**Run 1: placed standard cells**

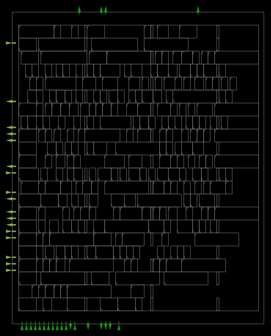
**Run 1: routed clock nets over the placement**

The bar under the picture is 20 µm long.
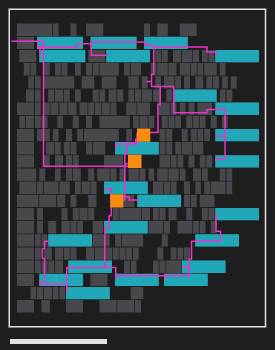
**Run 1: wire density map**

The die is cut into 11 by 13 equal tiles; dark blue is low, red is high, scaled to the fullest tile. Values are wire area over tile area, all layers added.
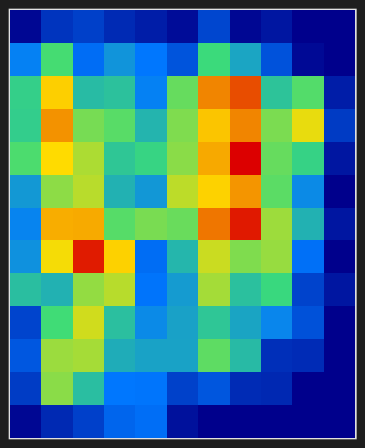
--- src/rtl/fde_sequencer.sv ---
// fde_sequencer
//   Multi-cycle fetch/decode/execute sequencer for the 16-bit processor.
//   Each instruction goes through FETCH, DECODE and EXEC. Loads and stores
//   also pass through MEM, and loads then pass through WB. The block owns the
//   single shared memory port. Instruction fetch and data access share it
//   through a req/ack handshake, with an optional wait-cycle timeout that
//   sends the sequencer to FAULT.
//
// Ports
//   clk, reset         rising-edge clock, asynchronous active-high reset
//   en                 run enable, sampled in IDLE and at instruction boundaries
//   instr[15:0]        IR contents; the opcode is instr[15:12]
//   zero_flag          Z flag, selects the BEQ target
//   mem_ack            memory finished the current request this cycle
//   mem_req/we/sel     memory request strobe, write strobe, address/data select
//   ir_load, pc_inc    IR load and PC update pulses
//   pc_sel, immed_sel  PC source and ALU B operand source
//   alu_func[3:0]      ALU operation
//   flag_en, w_en      flag latch enable and register-file write enable
//   state[2:0]         current state (IDLE=0 .. FAULT=7)
//   halted, fault      high while in HALT / FAULT
//
// The strobes are decoded from the registered state and the latched opcode.
// This keeps them glitch-free with respect to the instruction inputs. ir_load
// and the STR pc_inc in MEM are the exceptions: they are gated by mem_ack so
// that they fire on the handshake cycle itself.
module fde_sequencer #(
  parameter int TIMEOUT = 15
) (
  input  logic        clk,
  input  logic        reset,
  input  logic        en,
  input  logic [15:0] instr,
  input  logic        zero_flag,
  input  logic        mem_ack,
  output logic        mem_req,
  output logic        mem_we,
  output logic        mem_sel,
  output logic        ir_load,
  output logic        pc_inc,
  output logic        pc_sel,
  output logic        immed_sel,
  output logic [3:0]  alu_func,
  output logic        flag_en,
  output logic        w_en,
  output logic [2:0]  state,
  output logic        halted,
  output logic        fault
);

  typedef enum logic [2:0] {
    S_IDLE   = 3'd0,
    S_FETCH  = 3'd1,
    S_DECODE = 3'd2,
    S_EXEC   = 3'd3,
    S_MEM    = 3'd4,
    S_WB     = 3'd5,
    S_HALT   = 3'd6,
    S_FAULT  = 3'd7
  } state_t;

  localparam logic [3:0] OP_JMP  = 4'h0;
  localparam logic [3:0] OP_ADDS = 4'h1;
  localparam logic [3:0] OP_SUBS = 4'h2;
  localparam logic [3:0] OP_ANDS = 4'h3;
  localparam logic [3:0] OP_ORRS = 4'h4;
  localparam logic [3:0] OP_ADDI = 4'h5;
  localparam logic [3:0] OP_LDR  = 4'h6;
  localparam logic [3:0] OP_STR  = 4'h7;
  localparam logic [3:0] OP_BEQ  = 4'h8;
  localparam logic [3:0] OP_HLT  = 4'hF;

  localparam logic [3:0] ALU_PASS = 4'b0000;
  localparam logic [3:0] ALU_ADD  = 4'b0001;
  localparam logic [3:0] ALU_SUB  = 4'b0010;
  localparam logic [3:0] ALU_AND  = 4'b0011;
  localparam logic [3:0] ALU_ORR  = 4'b0100;

  state_t      state_r;
  logic [3:0]  opcode_r;
  logic [15:0] wait_cnt_r;
  logic        timeout_hit;
  state_t      boundary_next;

  // A request times out on the last allowed wait cycle. An ack in that same cycle still wins.
  always_comb begin
    if (TIMEOUT == 0) begin
      timeout_hit = 1'b0;
    end else begin
      timeout_hit = !mem_ack && (wait_cnt_r == 16'(TIMEOUT - 1));
    end
  end

  // Where to go once an instruction completes: start the next one or park in IDLE.
  always_comb begin
    if (en) begin
      boundary_next = S_FETCH;
    end else begin
      boundary_next = S_IDLE;
    end
  end

  // State register, latched opcode and memory wait counter.
  always_ff @(posedge clk or posedge reset) begin
    if (reset) begin
      state_r    <= S_IDLE;
      opcode_r   <= 4'h0;
      wait_cnt_r <= 16'd0;
    end else begin
      case (state_r)
        S_IDLE: begin
          if (en) begin
            state_r    <= S_FETCH;
            wait_cnt_r <= 16'd0;
          end
        end
        S_FETCH: begin
          if (mem_ack) begin
            state_r    <= S_DECODE;
            wait_cnt_r <= 16'd0;
          end else if (timeout_hit) begin
            state_r    <= S_FAULT;
          end else begin
            wait_cnt_r <= wait_cnt_r + 16'd1;
          end
        end
        S_DECODE: begin
          opcode_r <= instr[15:12];
          if (instr[15:12] == OP_HLT) begin
            state_r <= S_HALT;
          end else if (instr[15:12] > OP_BEQ) begin
            state_r <= S_FAULT;
          end else begin
            state_r <= S_EXEC;
          end
        end
        S_EXEC: begin
          wait_cnt_r <= 16'd0;
          if ((opcode_r == OP_LDR) || (opcode_r == OP_STR)) begin
            state_r <= S_MEM;
          end else begin
            state_r <= boundary_next;
          end
        end
        S_MEM: begin
          if (mem_ack) begin
            wait_cnt_r <= 16'd0;
            if (opcode_r == OP_STR) begin
              state_r <= boundary_next;
            end else begin
              state_r <= S_WB;
            end
          end else if (timeout_hit) begin
            state_r <= S_FAULT;
          end else begin
            wait_cnt_r <= wait_cnt_r + 16'd1;
          end
        end
        S_WB: begin
          state_r    <= boundary_next;
          wait_cnt_r <= 16'd0;
        end
        S_HALT:  state_r <= S_HALT;
        S_FAULT: state_r <= S_FAULT;
        default: state_r <= S_FAULT;
      endcase
    end
  end

  // Datapath strobes decoded from the current state and the latched opcode.
  always_comb begin
    mem_req   = 1'b0;
    mem_we    = 1'b0;
    mem_sel   = 1'b0;
    ir_load   = 1'b0;
    pc_inc    = 1'b0;
    pc_sel    = 1'b0;
    immed_sel = 1'b0;
    alu_func  = ALU_PASS;
    flag_en   = 1'b0;
    w_en      = 1'b0;
    halted    = 1'b0;
    fault     = 1'b0;
    case (state_r)
      S_FETCH: begin
        mem_req = 1'b1;
        ir_load = mem_ack;
      end
      S_EXEC: begin
        case (opcode_r)
          OP_JMP: begin
            pc_sel = 1'b1;
            pc_inc = 1'b1;
          end
          OP_ADDS, OP_SUBS, OP_ANDS, OP_ORRS, OP_ADDI: begin
            case (opcode_r)
              OP_SUBS: alu_func = ALU_SUB;
              OP_ANDS: alu_func = ALU_AND;
              OP_ORRS: alu_func = ALU_ORR;
              default: alu_func = ALU_ADD;
            endcase
            immed_sel = (opcode_r == OP_ADDI);
            w_en      = 1'b1;
            flag_en   = 1'b1;
            pc_inc    = 1'b1;
          end
          OP_BEQ: begin
            pc_sel = zero_flag;
            pc_inc = 1'b1;
          end
          OP_LDR, OP_STR: begin
            alu_func  = ALU_ADD;
            immed_sel = 1'b1;
          end
          default: begin
            pc_inc = 1'b0;
          end
        endcase
      end
      S_MEM: begin
        // The address ALU setup is held so the address stays stable for the whole handshake.
        mem_req   = 1'b1;
        mem_sel   = 1'b1;
        mem_we    = (opcode_r == OP_STR);
        alu_func  = ALU_ADD;
        immed_sel = 1'b1;
        pc_inc    = (opcode_r == OP_STR) && mem_ack;
      end
      S_WB: begin
        w_en    = 1'b1;
        mem_sel = 1'b1;
        pc_inc  = 1'b1;
      end
      S_HALT:  halted = 1'b1;
      S_FAULT: fault  = 1'b1;
      default: begin
        mem_req = 1'b0;
      end
    endcase
  end

  assign state = state_r;

endmodule
--- config.mk ---
export PLATFORM = sky130hd
export DESIGN_NAME = fde_sequencer
export DESIGN_NICKNAME = d
export VERILOG_FILES = /design/src/rtl/fde_sequencer.sv
export SDC_FILE = /design/constraint.sdc
export NUM_CORES = 1
export LEC_CHECK = 0
export ABC_AREA = 1
export CORE_ASPECT_RATIO = 1.25
export CORE_UTILIZATION = 55
export DETAILED_ROUTE_END_ITERATION = 8
export HOLD_SLACK_MARGIN = 0.08
export PLACE_DENSITY = 0.86
export SLEW_MARGIN = 20
export SYNTH_ARGS = -nofsm -noshare
export SYNTH_HDL_FRONTEND = slang
export SYNTH_SLANG_ARGS = --single-unit
export TNS_END_PERCENT = 100
--- constraint.sdc ---
create_clock -name clk -period 2.85 [get_ports clk]
set_input_delay 0.57 -clock clk [delete_from_list [all_inputs] [get_ports clk]]
set_output_delay 0.57 -clock clk [all_outputs]
set_load 0.02 [all_outputs]
==> reports/results.ini, run 1 <==
[run_status]
status=finished, final reports clean

[pwr]
comb_power_share=0.066
power_frac_seq=0.639
ir_drop_v=0.0001961
swShare=0.2275
pg_comb_mw=0.0338
p_leak_nw=1.088

[placed_design]
pre_cts_ws_ns=0.2379
dp_cells=320

[timing]
setup_ws_ns=0.1623
tns_ns=0
final.min_clock_period_ns=2.688
maxSlewViolCount=0
fin_crit_sh=0.9430
finalClockSkew_ns=0.01208

[logic_synthesis]
syn_area_um2=1762
synth_area_per_cell_um2=6.698
topCellsByArea=dfrtp_1 33%, nand2_1 19%, nor2_1 8.3%
fp_nets=286
muxShareOfSynthArea=0
syn-instance-count=263
largest_area_cell=dfrtp_1
synth.yosys.warnings=0
synth_flops=23
edf_count=0
top_cells_by_count=90 x nand2_1, 39 x nor2_1, 27 x inv_1
async_reset_ff_frac=1.000
ys_top_logic_family=simple AND/OR/NAND/NOR gates

[global_route]
grt_max_degree=24
use_met2=0.4858
grt_pass1_wl_um=6679
grt_overflow_total=0
grt_pass1_vias=1620
antenna_found_initial=0

[setup_path]
crit_type=register to output pin
worstSetupStartpointType=register
critical_path.slowest_cell=clkdlybuf4s50_1
cp.buffers_inverters=3
cp_max_fo=9
end_kind=output pin
arrival_ns=2.12
path_cells=inv_2 -> nand3_1 -> nor2_1 -> nand3_1 -> inv_1 -> clkdlybuf4s50_1
cpMostUsedCell=nand3_1

[finish]
stdcell_count=324
comb_cells=202
seq_area_um2=579.3
synthToLayoutAreaGrowth_pct=15.98
seq_share=0.2835
final_core_util=0.6810
nonClockBufferCount=27
most-common-layout-cells=90 x nand2_1, 39 x nor2_1, 27 x inv_1, 24 x clkdlybuf4s50_1, 21 x nand3_1
clkbuf_count=4
nonClkBufAreaFrac=0.1310
n_antenna_cell=0
nets=312
clkCellAreaFrac=0.01286
logic_area_um2=999.7
drive_above_1_share=0.07986

[clock_tree]
hold_buffers=0
clk-insertion-delay-late_ns=0.31
cts_buffer_depth=2
post_cts.repair.setup_buffers=0
cts_sinks=23

[worst_hold_path]
holdPathEnd=wait_cnt_r[0]$_DFFE_PP0P_
min_from=wait_cnt_r[0]$_DFFE_PP0P_
worstHoldPathType=register to register
hold_depth=2

[detailed_routing]
drtIter0Drc=25
wl_met2_um=2019
drtPass1Iterations=4

[floorplan]
die_h_um=65.28
die_w_um=52.62
chip_area_um2=3435
boundaryPins=39

Back to the opening pictures, 'placed standard cells':
Tap Count: 36
Flops: 23

Back to the opening pictures, 'routed clock nets over the placement':
- cyan: flip-flops (count 23)
- orange: clock-net drivers (count 3)
- magenta: clock wires (length 284 µm)
- flops lie: spread over the die

Back to the opening pictures, 'wire density map':
- mean over tiles: 0.17
- emptiest ninth of the die: south-east
- nearly empty tiles: 13%
- fullest tile: 0.46
- tiles over half the peak: 35%
via count: 1705
drt wl/cell: 11.57 µm
Total GRT Usage: 0.2549
DRT Wirelength: 3750 µm

## run 1: worst max path at each step
stage                    startpoint         to  slack (ns)  depth (start not counted)
2_1_floorplan  state[0]$_DFFE_PP0P_  immed_sel        0.90                          5
3_3_place_gp                mem_ack     pc_inc        0.23                          4
3_5_place_dp                mem_ack     pc_inc        0.24                          4
4_1_cts        state[0]$_DFFE_PP0P_     pc_inc        0.05                          5
5_1_grt        state[2]$_DFFE_PP0P_    flag_en        0.06                          6
6_report       state[2]$_DFFE_PP0P_    flag_en        0.16                          6
## run 1: what timing repair did
item | in CTS | in global routing
endpoints found under the setup margin | 0 | 6
gates resized | 0 | 4
endpoints found under the hold margin | 0 | 0
## run 1: state kept, by name, indices dropped and copies added (netlist names)
register    flops
wait_cnt_r     16
state           3
opcode_r        4
## Run 2: what changed since run 1
- CELL_PAD_IN_SITES_DETAIL_PLACEMENT: default -> 0
- CELL_PAD_IN_SITES_GLOBAL_PLACEMENT: default -> 2
- CORE_UTILIZATION: 55 -> 29
- PLACE_DENSITY: 0.86 -> default
- PLACE_DENSITY_LB_ADDON: default -> 0.1
**Run 2: placed standard cells**

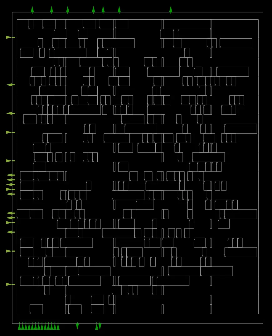
Final Core Density: 0.3639
Core Rows: 31
Tap Count: 66
Finished Layout Cells: 357
CORE AREA: 5818 µm²

==> reports/results.ini, run 2 <==
[finish]
synthToLayoutAreaGrowth_pct=20.17
nonClkBufAreaFrac=0.1359
clkCellAreaFrac=0.02187
clkbuf_count=3
seq_area_um2=575.6
nonClockBufferCount=30
nets=315
seq_share=0.2719
drive_above_1_share=0.08247
seq_cells=23
largest_register_ffs=16
logic_area_um2=999.7
regMostFlops=wait_cnt_r
biggestCellCategory=combinational gates
most-common-layout-cells=90 x nand2_1, 39 x nor2_1, 27 x inv_1, 25 x clkdlybuf4s50_1, 23 x dfrtp_1
n_antenna_cell=0
comb_cells=202

[detailed_routing]
wl_met2_um=2363
drc=0
drtIter0Drc=65
wirelength_um=4620
drtPass1Iterations=4
num_vias=1679
routedWlPerCell_um=12.94

[worst_hold_path]
min_from=wait_cnt_r[1]$_DFFE_PP0P_
hold_depth=2
holdPathEnd=wait_cnt_r[1]$_DFFE_PP0P_
worstHoldPathType=register to register

[pwr]
comb_power_share=0.063
p_leak_nw=1.093
ir_drop_v=0.0001444
p_int_mw=0.4404
power.density_nw_per_um2=275.0
swShare=0.2435
pwr-share-clk=0.376
power_frac_seq=0.561
pg_comb_mw=0.0365

[timing]
clock.fmax_ghz=0.3809
finalClockSkew_ns=0.005920
setup_ws_ns=0.2245
final.min_clock_period_ns=2.625
tns_ns=0
fin_crit_sh=0.9212
finalHoldViolations=0
maxSlewViolCount=0

[global_route]
grt_pass1_vias=1670
grt_max_degree=24
grt_pass1_wl_um=8073
grt_overflow_total=0
antenna_found_initial=0
grtUsageTotal=0.1634

[setup_path]
end_kind=output pin
arrival_ns=2.06
crit_end=pc_inc
cp_max_fo=3
worst-r2r-setup-slack_ns=1.00
crit_path_start=mem_ack
worstSetupStartpointType=input pin
crit_type=input pin to output pin

[clock_tree]
post_cts.repair.setup_buffers=0
hold_buffers=0
cts_sinks=23
cts_buffers=3
clk-insertion-delay-late_ns=0.27
cts_resized=0
cts_buffer_depth=2
root_buffer=clkbuf_8

[placed_design]
gp_congestion=0.7877
pre_cts_ws_ns=0.2201
dp_cells=353

[run_status]
status=finished, final reports clean

[logic_synthesis]
edf_count=0
fp_nets=286
synth_flops=23
async_reset_ff_frac=1.000
synth.yosys.warnings=0
topCellsByArea=dfrtp_1 33%, nand2_1 19%, nor2_1 8.3%
largest_area_cell=dfrtp_1
top_cell=nand2_1
synth_area_per_cell_um2=6.698
syn-instance-count=263
ys_seq_frac=0.3267
syn_area_um2=1762
ys_top_logic_family=simple AND/OR/NAND/NOR gates
top_cells_by_count=90 x nand2_1, 39 x nor2_1, 27 x inv_1
muxShareOfSynthArea=0

[floorplan]
boundaryPins=39
die_w_um=71.71
die_h_um=89.14
chip_area_um2=6392

==> run 2: kinds of logic (layout without fill, tap and decap cells) <==
| group | after synthesis | count (layout) |
|---|---|---|
| adders and majority gates | 2 | 2 |
| buffers and inverters | 38 | 66 |
| AOI/OAI and AO/OA | 10 | 10 |
| xor gates and xnor gates | 6 | 6 |
| DFF | 23 | 23 |
| other | 1 | 1 |
| and+or+nand+nor | 183 | 183 |
==> run 2: layer usage <==
metal / GRT usage / vias to the layer above
met5: 0 / -
met4: 0.05348 / 0
met3: 0.02142 / 6
met2: 0.2985 / 29
met1: 0.1983 / 756
li1: - / 888
==> run 2: worst max-delay path: stages <==
cell and delay (ns):
clkdlybuf4s50_1 0.52, nand4_1 0.13, o2111ai_1 0.19, clkdlybuf4s50_1 0.63
Power and IR drop assume default switching activity.
